==> config.mk <==
export PLATFORM = sky130hd
export DESIGN_NAME = hack_cpu_mc
export DESIGN_NICKNAME = d
export VERILOG_FILES = /design/src/rtl/hack_cpu_mc.sv
export SDC_FILE = /design/constraint.sdc
export NUM_CORES = 1
export LEC_CHECK = 0
export ABC_AREA = 0
export ABC_CLOCK_PERIOD_IN_PS = 5800
export CAP_MARGIN = 20
export CORE_ASPECT_RATIO = 1.4
export CORE_UTILIZATION = 25
export CTS_CLUSTER_SIZE = 28
export DETAILED_ROUTE_END_ITERATION = 8
export PLACE_DENSITY_LB_ADDON = 0.2
export RECOVER_POWER = 50
export SYNTH_ARGS = -nofsm -noshare
export SYNTH_HDL_FRONTEND = slang
export SYNTH_SLANG_ARGS = --single-unit
==> constraint.sdc <==
create_clock -name clk -period 5.8 [get_ports clk]
set_clock_uncertainty 0.15 [all_clocks]
set_input_delay 1.16 -clock clk [delete_from_list [all_inputs] [get_ports clk]]
set_output_delay 1.16 -clock clk [all_outputs]
set_load 0.03 [all_outputs]
==> run_1/flops_by_reg.png <==
Scale: 1.5 px per um.
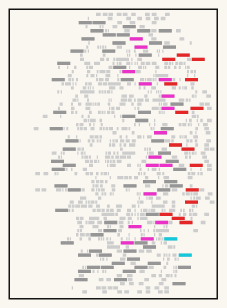
- pc: red (sequential cells 15)
- r_a: magenta (sequential cells 16)
- r_state: cyan (sequential cells 2)
- not coloured: 66
sequential share of cell area: 0.3180
FF+latch area: 2477 um^2

==> run_1/congestion.png <==
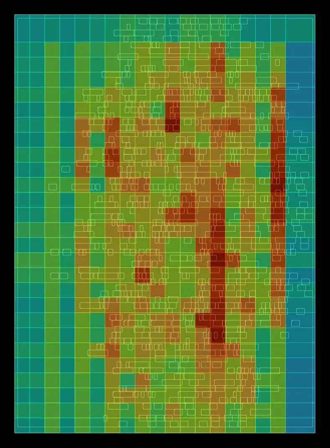
DR WL/cell: 17.07 um
most utilized layer in the global route result: met2

==> run_1/io_placement.png <==
Scale: 2 px per um. Pins as bars across the die edge, other pins in grey.
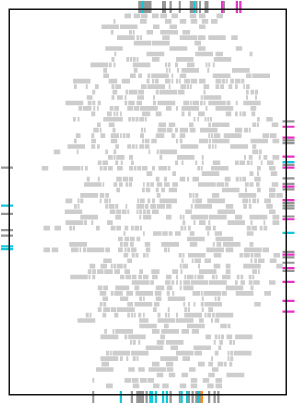
- mem_ready: orange (pins 1; direction input; edge bottom)
- instruction: cyan (pins 16; direction input; edge 9 bottom, 3 left, 2 top, 2 right)
- pc: magenta (pins 15; direction output; edge 12 right, 3 top)
number of buffers added on ports: 83
die boundary width: 137.7 um
Die Y-Extent: 192.0 um

==> out/qor.tcl, run 1 <==
set qor(tritoncts.num_buffers) 9
set qor(finalClockPeriodUsage) 0.8614
set qor(lay_top_count) {nand2_1}
set qor(design.die.area_um2) 26440
set qor(report.final.slew_viol_count) 63
set qor(failed_checks) {capacitance limit, slew limit}
set qor(yosys-dominant-comb-family) {simple AND/OR/NAND/NOR gates}
set qor(setup-tns-final_ns) 0
set qor(worst_path_max_delay_cell) {dfrtp_1}
set qor(synth.ff_latch_count) 99
set qor(fraction_of_area_in_multi_input_gates) 0.4639
set qor(placement.setup.worst_slack_ns) 0.7685
set qor(worst_pin_slew_ns) 3.592
set qor(area.combinational_um2) 3615
set qor(fin_area_um2) 7791
set qor(period_minus_slack_ns) 4.996
set qor(biggestCellCategory) {combinational gates}
set qor(met2_wirelength_um) 9493
set qor(route.layer.met1.wl_um) 8438
set qor(overflow) 0
set qor(met1_usage) 0.1923
set qor(tapCellCount) 319
set qor(critical_path.max_stage_delay_ns) 0.78
set qor(number_of_maximum_capacitance_violations) 1
set qor(postRouteAntennaNets) 0
set qor(globalRouteMet2Util) 0.2636
set qor(synth_top_flop_cell) {dfrtp_1}
set qor(synthMuxAreaShare) 0.09123
set qor(grt_util_met3) 0.01847
set qor(crit_arrival_ns) 5.08
set qor(run_status) {finished with violations}
set qor(grt_first_pass_wirelength_um) 30480
set qor(yosys_area_um2) 6446
set qor(cts_resized) 0
set qor(floorplan.io_pins) 84
set qor(fraction_of_final_layout_cells_sized_beyond_drive_strength_1) 0.09518
set qor(hpwl_um) 13820
set qor(floorplan.core_util) 0.2540
set qor(route.vias.total) 5313
set qor(hold-worst-slack_ns) 0.3332
set qor(r2r.worst_path.cells) 16
set qor(cts.reportedPaths.clkPinSlew_ns) 0.07
set qor(timing.critical_path.max_delay_family) {simple AND/OR/NAND/NOR gates}
set qor(worstHoldPathType) {reg -> reg}
set qor(met3_wirelength_um) 561
set qor(drt-initial-drc-count) 285
set qor(slew_headroom) -1.395
set qor(clock_tree.htree_level_count) 3
set qor(postRouteWirelength_um) 18900
set qor(syn_inst) 731
set qor(clk_latency_ns) 0.35
set qor(post-cts-setup-buffer-count) 0
set qor(cp_num_cells) 16
set qor(area.growth.synth_to_final_pct) 20.87
set qor(layout.sequential_cells) 99
set qor(viasPerCell) 4.799
set qor(layout.filler_cells) 2700
set qor(core-area_um2) 25380
set qor(ys_sh_aoi) 0.1601
set qor(global_route.usage.total) 0.1520
set qor(routed.top_layer) {met4}
==> run 1 -> run 2 <==
Settings changed: CORE_UTILIZATION 25 to 30.
==> out/qor.tcl, run 2 <==
set qor(tapCellCount) 260
set qor(finalClockPeriodUsage) 0.8379
set qor(report.final.slew_viol_count) 102
set qor(met2_wirelength_um) 9177
set qor(overflow) 0
set qor(number_of_maximum_capacitance_violations) 2
set qor(clk_latency_ns) 0.35
set qor(syn_inst) 731
set qor(yosys-dominant-comb-family) {simple AND/OR/NAND/NOR gates}
set qor(cp_num_cells) 17
set qor(critical_path.max_stage_delay_ns) 0.66
set qor(setup-tns-final_ns) 0
set qor(met3_wirelength_um) 487
set qor(globalRouteMet2Util) 0.2903
set qor(drt_pre_antenna_iters) 4
set qor(run_status) {finished with violations}
set qor(biggestCellCategory) {combinational gates}
set qor(synthMuxAreaShare) 0.09123
set qor(clock_tree.htree_level_count) 3
set qor(crit_arrival_ns) 4.91
set qor(ys_sh_aoi) 0.1601
set qor(grt_util_met3) 0.02132
set qor(worst_path_max_delay_cell) {dfrtp_1}
set qor(drt-initial-drc-count) 368
set qor(design.die.area_um2) 22090
set qor(seq_area_frac) 0.3209
set qor(number_of_buffers_added_on_ports) 83
set qor(core-area_um2) 21130
set qor(fraction_of_area_in_multi_input_gates) 0.4682
set qor(regArea_um2) 2477
set qor(stage_log_warnings) 26
set qor(post-cts-setup-buffer-count) 0
set qor(area.growth.synth_to_final_pct) 19.76
set qor(die_w_um) 125.9
set qor(tritoncts.num_buffers) 9
set qor(floorplan.core_util) 0.3051
set qor(hold-worst-slack_ns) 0.3295
set qor(timing.critical_path.max_delay_family) {AND-OR/OR-AND gates}
set qor(routedWlPerCell_um) 17.15
set qor(yosys_area_um2) 6446
set qor(buf_share) 0.1230
set qor(area.combinational_um2) 3615
set qor(grt_first_pass_wirelength_um) 29120
set qor(cts.reportedPaths.clkPinSlew_ns) 0.08
set qor(r2r.worst_path.cells) 17
set qor(floorplan.io_pins) 84
set qor(grt.busiest_layer) {met2}
set qor(route.vias.total) 5333
set qor(synth.ff_latch_count) 99
set qor(slew_headroom) -0.5310
set qor(synth_top_flop_cell) {dfrtp_1}
set qor(period_minus_slack_ns) 4.860
set qor(worst_pin_slew_ns) 2.297
set qor(routed.top_layer) {met4}
set qor(failed_checks) {capacitance limit, slew limit}
set qor(layout.filler_cells) 2186
set qor(placement.setup.worst_slack_ns) 0.9529
set qor(global_route.usage.total) 0.1676
set qor(layout.sequential_cells) 99
set qor(worstHoldPathType) {reg -> reg}
set qor(fraction_of_final_layout_cells_sized_beyond_drive_strength_1) 0.09276
set qor(route.layer.met1.wl_um) 7966
set qor(fin_area_um2) 7720
set qor(postRouteAntennaNets) 0
set qor(lay_top_count) {nand2_1}
set qor(synth-cells-yosys) 731
==> run_2/detail.png <==
Region (50, 40) to (75, 65) um. Cells in grey, sequential cells in the stronger grey; small squares are vias.
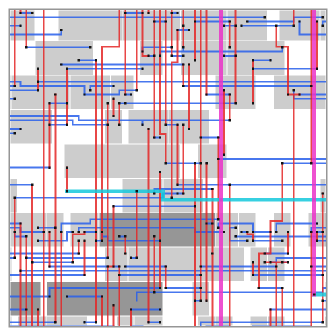
- metal 4: magenta
- metal 1: blue
- metal 3: cyan
- metal 2: red
- cells with their middle in the window: 36
- sequential cells in the window: 2
- most frequent: nand2_1 (7), xnor2_1 (5), ha_1 (4)

